[config.mk]
export PLATFORM = sky130hd
export DESIGN_NAME = dmem_arbiter_flat
export DESIGN_NICKNAME = d
export VERILOG_FILES = /design/src/rtl/dmem_arbiter_if.sv /design/src/rtl/dmem_arbiter.sv /design/src/flat_wrapper.sv
export SDC_FILE = /design/constraint.sdc
export NUM_CORES = 1
export LEC_CHECK = 0
export CAP_MARGIN = 20
export CELL_PAD_IN_SITES_DETAIL_PLACEMENT = 0
export CELL_PAD_IN_SITES_GLOBAL_PLACEMENT = 1
export CORE_ASPECT_RATIO = 0.8
export CORE_MARGIN = 3
export CORE_UTILIZATION = 29
export DETAILED_ROUTE_END_ITERATION = 7
export PLACE_DENSITY_LB_ADDON = 0.1
export SLEW_MARGIN = 20
export SYNTH_ARGS = -nofsm -noshare
export SYNTH_HDL_FRONTEND = slang
export SYNTH_SLANG_ARGS = --single-unit
export TNS_END_PERCENT = 20
[constraint.sdc]
create_clock -name clk -period 2.8 [get_ports clk]
set_input_delay 0.42 -clock clk [delete_from_list [all_inputs] [get_ports clk]]
set_output_delay 0.42 -clock clk [all_outputs]
set_load 0.05 [all_outputs]
[src/rtl/dmem_arbiter_if.sv]
// dmem_arbiter_if: scalar, vector and data-memory signals of the shared memory port
interface dmem_arbiter_if #(parameter int N = 24);
    logic         s_req, s_we, s_gnt, s_rvalid;
    logic [N-1:0] s_addr, s_wdata, s_rdata;
    logic         v_req, v_we, v_gnt, v_rvalid, v_done;
    logic [2:0]   v_len;
    logic [N-1:0] v_addr, v_wdata, v_rdata;
    logic         mem_we;
    logic [N-1:0] mem_addr, mem_wdata, mem_rdata;
    modport master (
        output s_req, s_we, s_addr, s_wdata, v_req, v_we, v_addr, v_len, v_wdata, mem_rdata,
        input  s_gnt, s_rvalid, s_rdata, v_gnt, v_rvalid, v_rdata, v_done, mem_we, mem_addr, mem_wdata
    );
    modport slave (
        input  s_req, s_we, s_addr, s_wdata, v_req, v_we, v_addr, v_len, v_wdata, mem_rdata,
        output s_gnt, s_rvalid, s_rdata, v_gnt, v_rvalid, v_rdata, v_done, mem_we, mem_addr, mem_wdata
    );
endinterface

[src/rtl/dmem_arbiter.sv]
// dmem_arbiter: round-robin sharing of one data-memory port between scalar accesses and vector bursts
module dmem_arbiter #(
    parameter int N         = 24,
    parameter int MAX_BURST = 4
) (
    input logic         clk,
    input logic         rst,
    dmem_arbiter_if.slave bus
);
    typedef enum logic [1:0] {IDLE, SGRANT, VGRANT} state_t;
    state_t       state, state_nxt;
    logic         last_v, dir, s_pick, v_pick, last_beat;
    logic [N-1:0] base;
    logic [2:0]   len, beat, len_in;
    always_comb begin
        s_pick        = bus.s_req && (!bus.v_req || last_v);
        v_pick        = bus.v_req && !s_pick;
        len_in        = bus.v_len == 3'd0 ? 3'd1 : bus.v_len > 3'(MAX_BURST) ? 3'(MAX_BURST) : bus.v_len;
        last_beat     = beat == len - 3'd1;
        state_nxt     = state == IDLE ? (s_pick ? SGRANT : v_pick ? VGRANT : IDLE)
                      : (state == VGRANT && !last_beat) ? VGRANT : IDLE;
        bus.s_gnt     = state == SGRANT && bus.s_req;
        bus.v_gnt     = state == VGRANT;
        bus.mem_addr  = bus.s_gnt ? bus.s_addr : bus.v_gnt ? base + N'({beat, 2'b00}) : '0;
        bus.mem_we    = bus.s_gnt ? bus.s_we : bus.v_gnt && dir;
        bus.mem_wdata = bus.s_gnt ? bus.s_wdata : bus.v_gnt ? bus.v_wdata : '0;
    end
    always_ff @(posedge clk or negedge rst) begin
        if (!rst) state <= IDLE;
        else      state <= state_nxt;
    end
    // last_v resets high so the scalar side wins the first tie
    always_ff @(posedge clk or negedge rst) begin
        if (!rst) begin
            last_v       <= 1'b1;
            dir          <= 1'b0;
            base         <= '0;
            len          <= '0;
            beat         <= '0;
            bus.s_rvalid <= 1'b0;
            bus.s_rdata  <= '0;
            bus.v_rvalid <= 1'b0;
            bus.v_rdata  <= '0;
            bus.v_done   <= 1'b0;
        end else begin
            if (state == IDLE && v_pick) begin
                base <= bus.v_addr;
                dir  <= bus.v_we;
                len  <= len_in;
            end
            beat <= bus.v_gnt && !last_beat ? beat + 3'd1 : 3'd0;
            if (bus.s_gnt) last_v <= 1'b0;
            else if (bus.v_gnt && last_beat) last_v <= 1'b1;
            bus.s_rvalid <= bus.s_gnt && !bus.s_we;
            if (bus.s_gnt && !bus.s_we) bus.s_rdata <= bus.mem_rdata;
            bus.v_rvalid <= bus.v_gnt && !dir;
            if (bus.v_gnt && !dir) bus.v_rdata <= bus.mem_rdata;
            bus.v_done <= bus.v_gnt && last_beat;
        end
    end
endmodule

[src/flat_wrapper.sv]
// flat-port wrapper written by rule: the top's interface ports become plain ports
module dmem_arbiter_flat 
#(
    parameter int N         = 24,
    parameter int MAX_BURST = 4
)
  (clk, rst, bus_s_req, bus_s_we, bus_s_addr, bus_s_wdata, bus_v_req, bus_v_we, bus_v_addr, bus_v_len, bus_v_wdata, bus_mem_rdata, bus_s_gnt, bus_s_rvalid, bus_s_rdata, bus_v_gnt, bus_v_rvalid, bus_v_rdata, bus_v_done, bus_mem_we, bus_mem_addr, bus_mem_wdata);
  dmem_arbiter_if #(.N(N)) bus_i ();
  input logic clk;
  input logic rst;
  input wire logic [$bits(bus_i.s_req)-1:0] bus_s_req;
  input wire logic [$bits(bus_i.s_we)-1:0] bus_s_we;
  input wire logic [$bits(bus_i.s_addr)-1:0] bus_s_addr;
  input wire logic [$bits(bus_i.s_wdata)-1:0] bus_s_wdata;
  input wire logic [$bits(bus_i.v_req)-1:0] bus_v_req;
  input wire logic [$bits(bus_i.v_we)-1:0] bus_v_we;
  input wire logic [$bits(bus_i.v_addr)-1:0] bus_v_addr;
  input wire logic [$bits(bus_i.v_len)-1:0] bus_v_len;
  input wire logic [$bits(bus_i.v_wdata)-1:0] bus_v_wdata;
  input wire logic [$bits(bus_i.mem_rdata)-1:0] bus_mem_rdata;
  output wire logic [$bits(bus_i.s_gnt)-1:0] bus_s_gnt;
  output wire logic [$bits(bus_i.s_rvalid)-1:0] bus_s_rvalid;
  output wire logic [$bits(bus_i.s_rdata)-1:0] bus_s_rdata;
  output wire logic [$bits(bus_i.v_gnt)-1:0] bus_v_gnt;
  output wire logic [$bits(bus_i.v_rvalid)-1:0] bus_v_rvalid;
  output wire logic [$bits(bus_i.v_rdata)-1:0] bus_v_rdata;
  output wire logic [$bits(bus_i.v_done)-1:0] bus_v_done;
  output wire logic [$bits(bus_i.mem_we)-1:0] bus_mem_we;
  output wire logic [$bits(bus_i.mem_addr)-1:0] bus_mem_addr;
  output wire logic [$bits(bus_i.mem_wdata)-1:0] bus_mem_wdata;
  assign bus_i.s_req = bus_s_req;
  assign bus_i.s_we = bus_s_we;
  assign bus_i.s_addr = bus_s_addr;
  assign bus_i.s_wdata = bus_s_wdata;
  assign bus_i.v_req = bus_v_req;
  assign bus_i.v_we = bus_v_we;
  assign bus_i.v_addr = bus_v_addr;
  assign bus_i.v_len = bus_v_len;
  assign bus_i.v_wdata = bus_v_wdata;
  assign bus_i.mem_rdata = bus_mem_rdata;
  assign bus_s_gnt = bus_i.s_gnt;
  assign bus_s_rvalid = bus_i.s_rvalid;
  assign bus_s_rdata = bus_i.s_rdata;
  assign bus_v_gnt = bus_i.v_gnt;
  assign bus_v_rvalid = bus_i.v_rvalid;
  assign bus_v_rdata = bus_i.v_rdata;
  assign bus_v_done = bus_i.v_done;
  assign bus_mem_we = bus_i.mem_we;
  assign bus_mem_addr = bus_i.mem_addr;
  assign bus_mem_wdata = bus_i.mem_wdata;
  dmem_arbiter #(.N(N), .MAX_BURST(MAX_BURST)) u_core (.clk(clk), .rst(rst), .bus(bus_i));
endmodule
**Power grid**

The bar under the picture is 50 um long. Pins as bars on the die edge. Tap cells in gray.
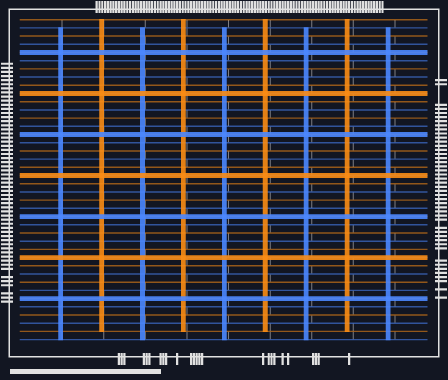
blue -> VSS
orange -> VDD
rows = 39
met5 straps = 7

**Cells colored by class**

The bar under the picture is 50 um long.
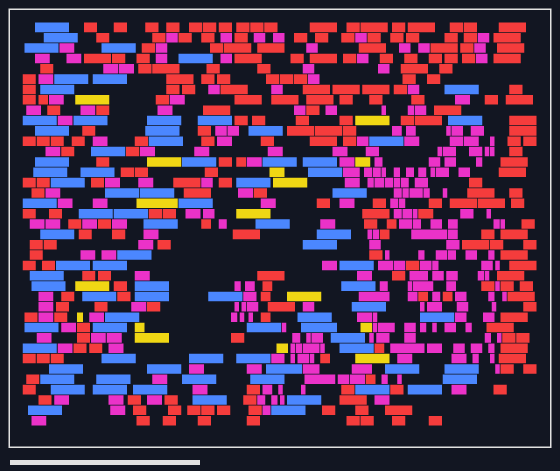
yellow -> clock drivers and dummy loads  # cells 16
blue -> registers  # cells 85
magenta -> remaining logic cells  # cells 251
red -> remaining buffers and delay cells  # cells 248

**Routed clock nets over the placement**

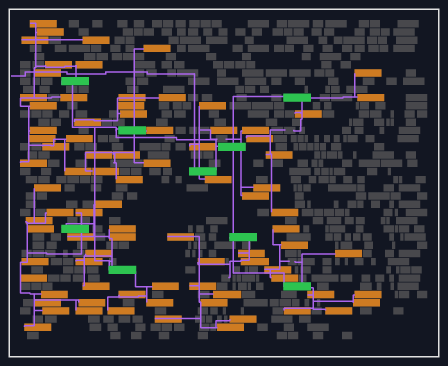
green -> clock-net drivers  # count 9
orange -> flip-flops  # count 85
purple -> clock wires  # length 1190 um
routed clock nets = 10

**Signal wires by layer**

The bar under the picture is 50 um long. Only two layers are drawn.
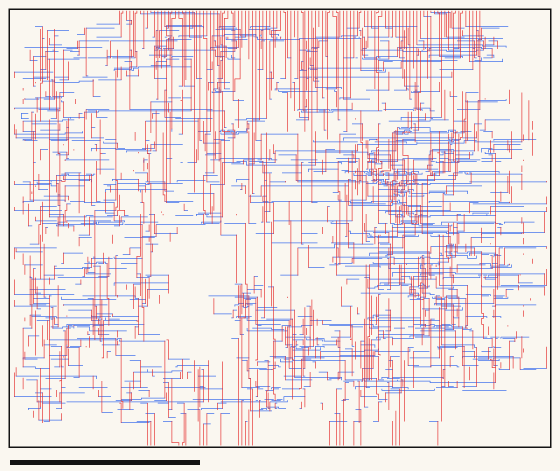
red -> M2  # wire length 6570 um
blue -> M1  # wire length 5610 um

==> flow_summary.yaml <==
# synthesis and place-and-route metrics
clock_network:
  hold_buffers: 0
  numCtsBuffers: 9
  cts_resized: 13
  path_clk_slew_ps: 70
  clockBufferDepth: 2
  cts_post_setup_buffers_inserted: 0
  cts_tree: "yes"
  cts_max_level: 3
  clock_sinks: 85
  clk_latency_ps: 350
  cts_root_buf: "clkbuf_16"
synth:
  common_cells: "dfrtp_1, mux2_2, a22o_1, nand2_1"
  ys_area_um2: 4290
  topCombFamilyByArea: "multiplexers"
  yosysTopAreaCellShare: 0.491
  most_common_cell: "dfrtp_1"
  synth-edff-count: 0
  xor_area_frac: 0.0298
  syn_nets: 493
  synth_adder_area_share: 0.0193
  yosysSeqAreaShare: 0.497
  synth_area_um2: 4290
  yosys_most_used_dff: "dfrtp_1"
  ys_cells: 358
  muxShareOfSynthArea: 0.201
  ys_warn_count: 0
  yosys.area.top_type: "dfrtp_1"
  synth_cell_type_count: 50
  synth_flops: 85
  synth.area.top_cells: "dfrtp_1, mux2_2, a22o_1, nand2_1, nand3_1"
  ys_async_sr_fraction: 1.00
  ys_sh_simple: 0.101
  syn_avg_cell_area_um2: 12.0
detailed_routing:
  dr_wl_met3_um: 1450
  ant_nets: 0
  wl_met1_um: 5610
  drc: 0
  routed_wl_um: 13800
  top_layer_used: "met4"
  vias_per_cell: 4.86
  routed-wl-met2_um: 6570
  drt_first_pass_iters: 4
  wl_per_cell_um: 17.6
  initialDrtViolationCount: 127
finish:
  drive_gt1_frac: 0.308
  buf_share: 0.385
  flops: 85
  fin_area_um2: 7820
  nNonClkInverters: 7
  fillCellCount: 1276
  finalNetCount: 730
  comb_cells: 244
  final_cell_count_no_fill: 784
  comb_share: 0.269
  flop_area_um2: 2130
  reg.largest.list: "u_core.base: 24 flops, u_core.bus.s_rdata: 24 flops, u_core.bus.v_rdata: 24 flops"
  clkbuf_count: 9
  clkCellAreaFrac: 0.0394
  sh_seq_area: 0.272
  diodes: 0
  n_all_buffers: 248
  comb_area_um2: 2110
final_timing:
  fin_tns_setup_ps: 0
  fin_ws_ps: 73.1
  setup_viol: 0
  finalCritPeriodShare: 0.974
  fmax_mhz: 367
  finalHoldViolCount: 0
  slew_headroom: 0.626
  worst_pin_slew_ps: 560
  holdWs_ps: 51.5
  slew_violations: 0
  period_minus_slack_ps: 2730
job:
  max-cap-violations: 0
pwr:
  seqPwrFrac: 0.219
  p_sw_frac: 0.466
  top_power_group: "combinational cells"
  internal-power_w: 0.00563
  combinationalPowerShare: 0.664
  leakagePower_nw: 3.26
  p_comb_w: 0.00700
  switchingPower_w: 0.00492
  peakVddDrop_v: 0.000748
  clock_power_w: 0.00123
  p_total_w: 0.0105
  power_density_nw_per_um2: 1350
  clock_power_share: 0.117
setup_path:
  critPathSlowestCell: "or4b_1"
  cp_cell_sequence: "ha_4 > nand3_2 > a21o_4 > or4b_1 > nand3_1 > buf_12"
  cp.arrival_ps: 2310
  slowest_delay_ps: 480
  crit_cells: 6
  cp_top_family: "simple AND/OR/NAND/NOR gates"
  reg2reg_depth: 5
  crit_start: "u_core.beat[2]$_DFF_PN0_"
  r2r_setup_slack_ps: 1020
  r2r_end: "u_core.bus.s_rdata[11]$_DFFE_PN0P_"
  critical_path.endpoint: "bus_mem_addr[17]"
  startpoint_type: "flop"
  crit_required_ps: 2380
  crit_path_end_kind: "primary output"
  path_buffers: 1
  reg2reg_from: "u_core.state[1]$_DFF_PN0_"
  worstPathMaxFanout: 10
placed_design:
  io_buffers: 230
  dp.cells: 762
  dp_hpwl_um: 10500
  placed_area_um2: 7370
  place_ws_ps: 194
floorplan:
  io_pins: 231
  core_area_um2: 14300
  fp.dieH_um: 115
  chipArea_um2: 16300
  rows: 39
  nWellTaps: 184
grt:
  grt_pass1_vias: 3946
  grt_max_degree: 47
  grt_pass1_wl_um: 21500
  globalRouteOverflowTotal: 0
outcome:
  status: "completed"
min_path:
  hold_class: "in -> async"
## layout by cell type, fill, tap and decap left out, types with 3 or more instances in the layout
cell and instances:
or4b_1 3, mux2i_1 3, nand3_1 9, nand4_1 6
buf_12 56, nand3_2 4, o21ai_0 9, inv_1 5
buf_4 13, a22o_1 28, ha_1 3, or4_1 3
dfrtp_1 83, a211o_1 4, nand2_1 28, clkbuf_16 9
o211ai_1 3, o21ai_2 3, nor2_1 8, nor4_1 3
mux2_2 73, a21oi_1 4, xor2_1 7, xnor2_1 5
clkdlybuf4s50_1 178
## metal layers
layer	track usage	vias to the layer above
met2	0.261	147
met4	0.0480	0
met3	0.0714	13
met5	0	-
met1	0.215	1841
li1	-	1806
No activity file was given, so power comes from the tool's default toggle rates.
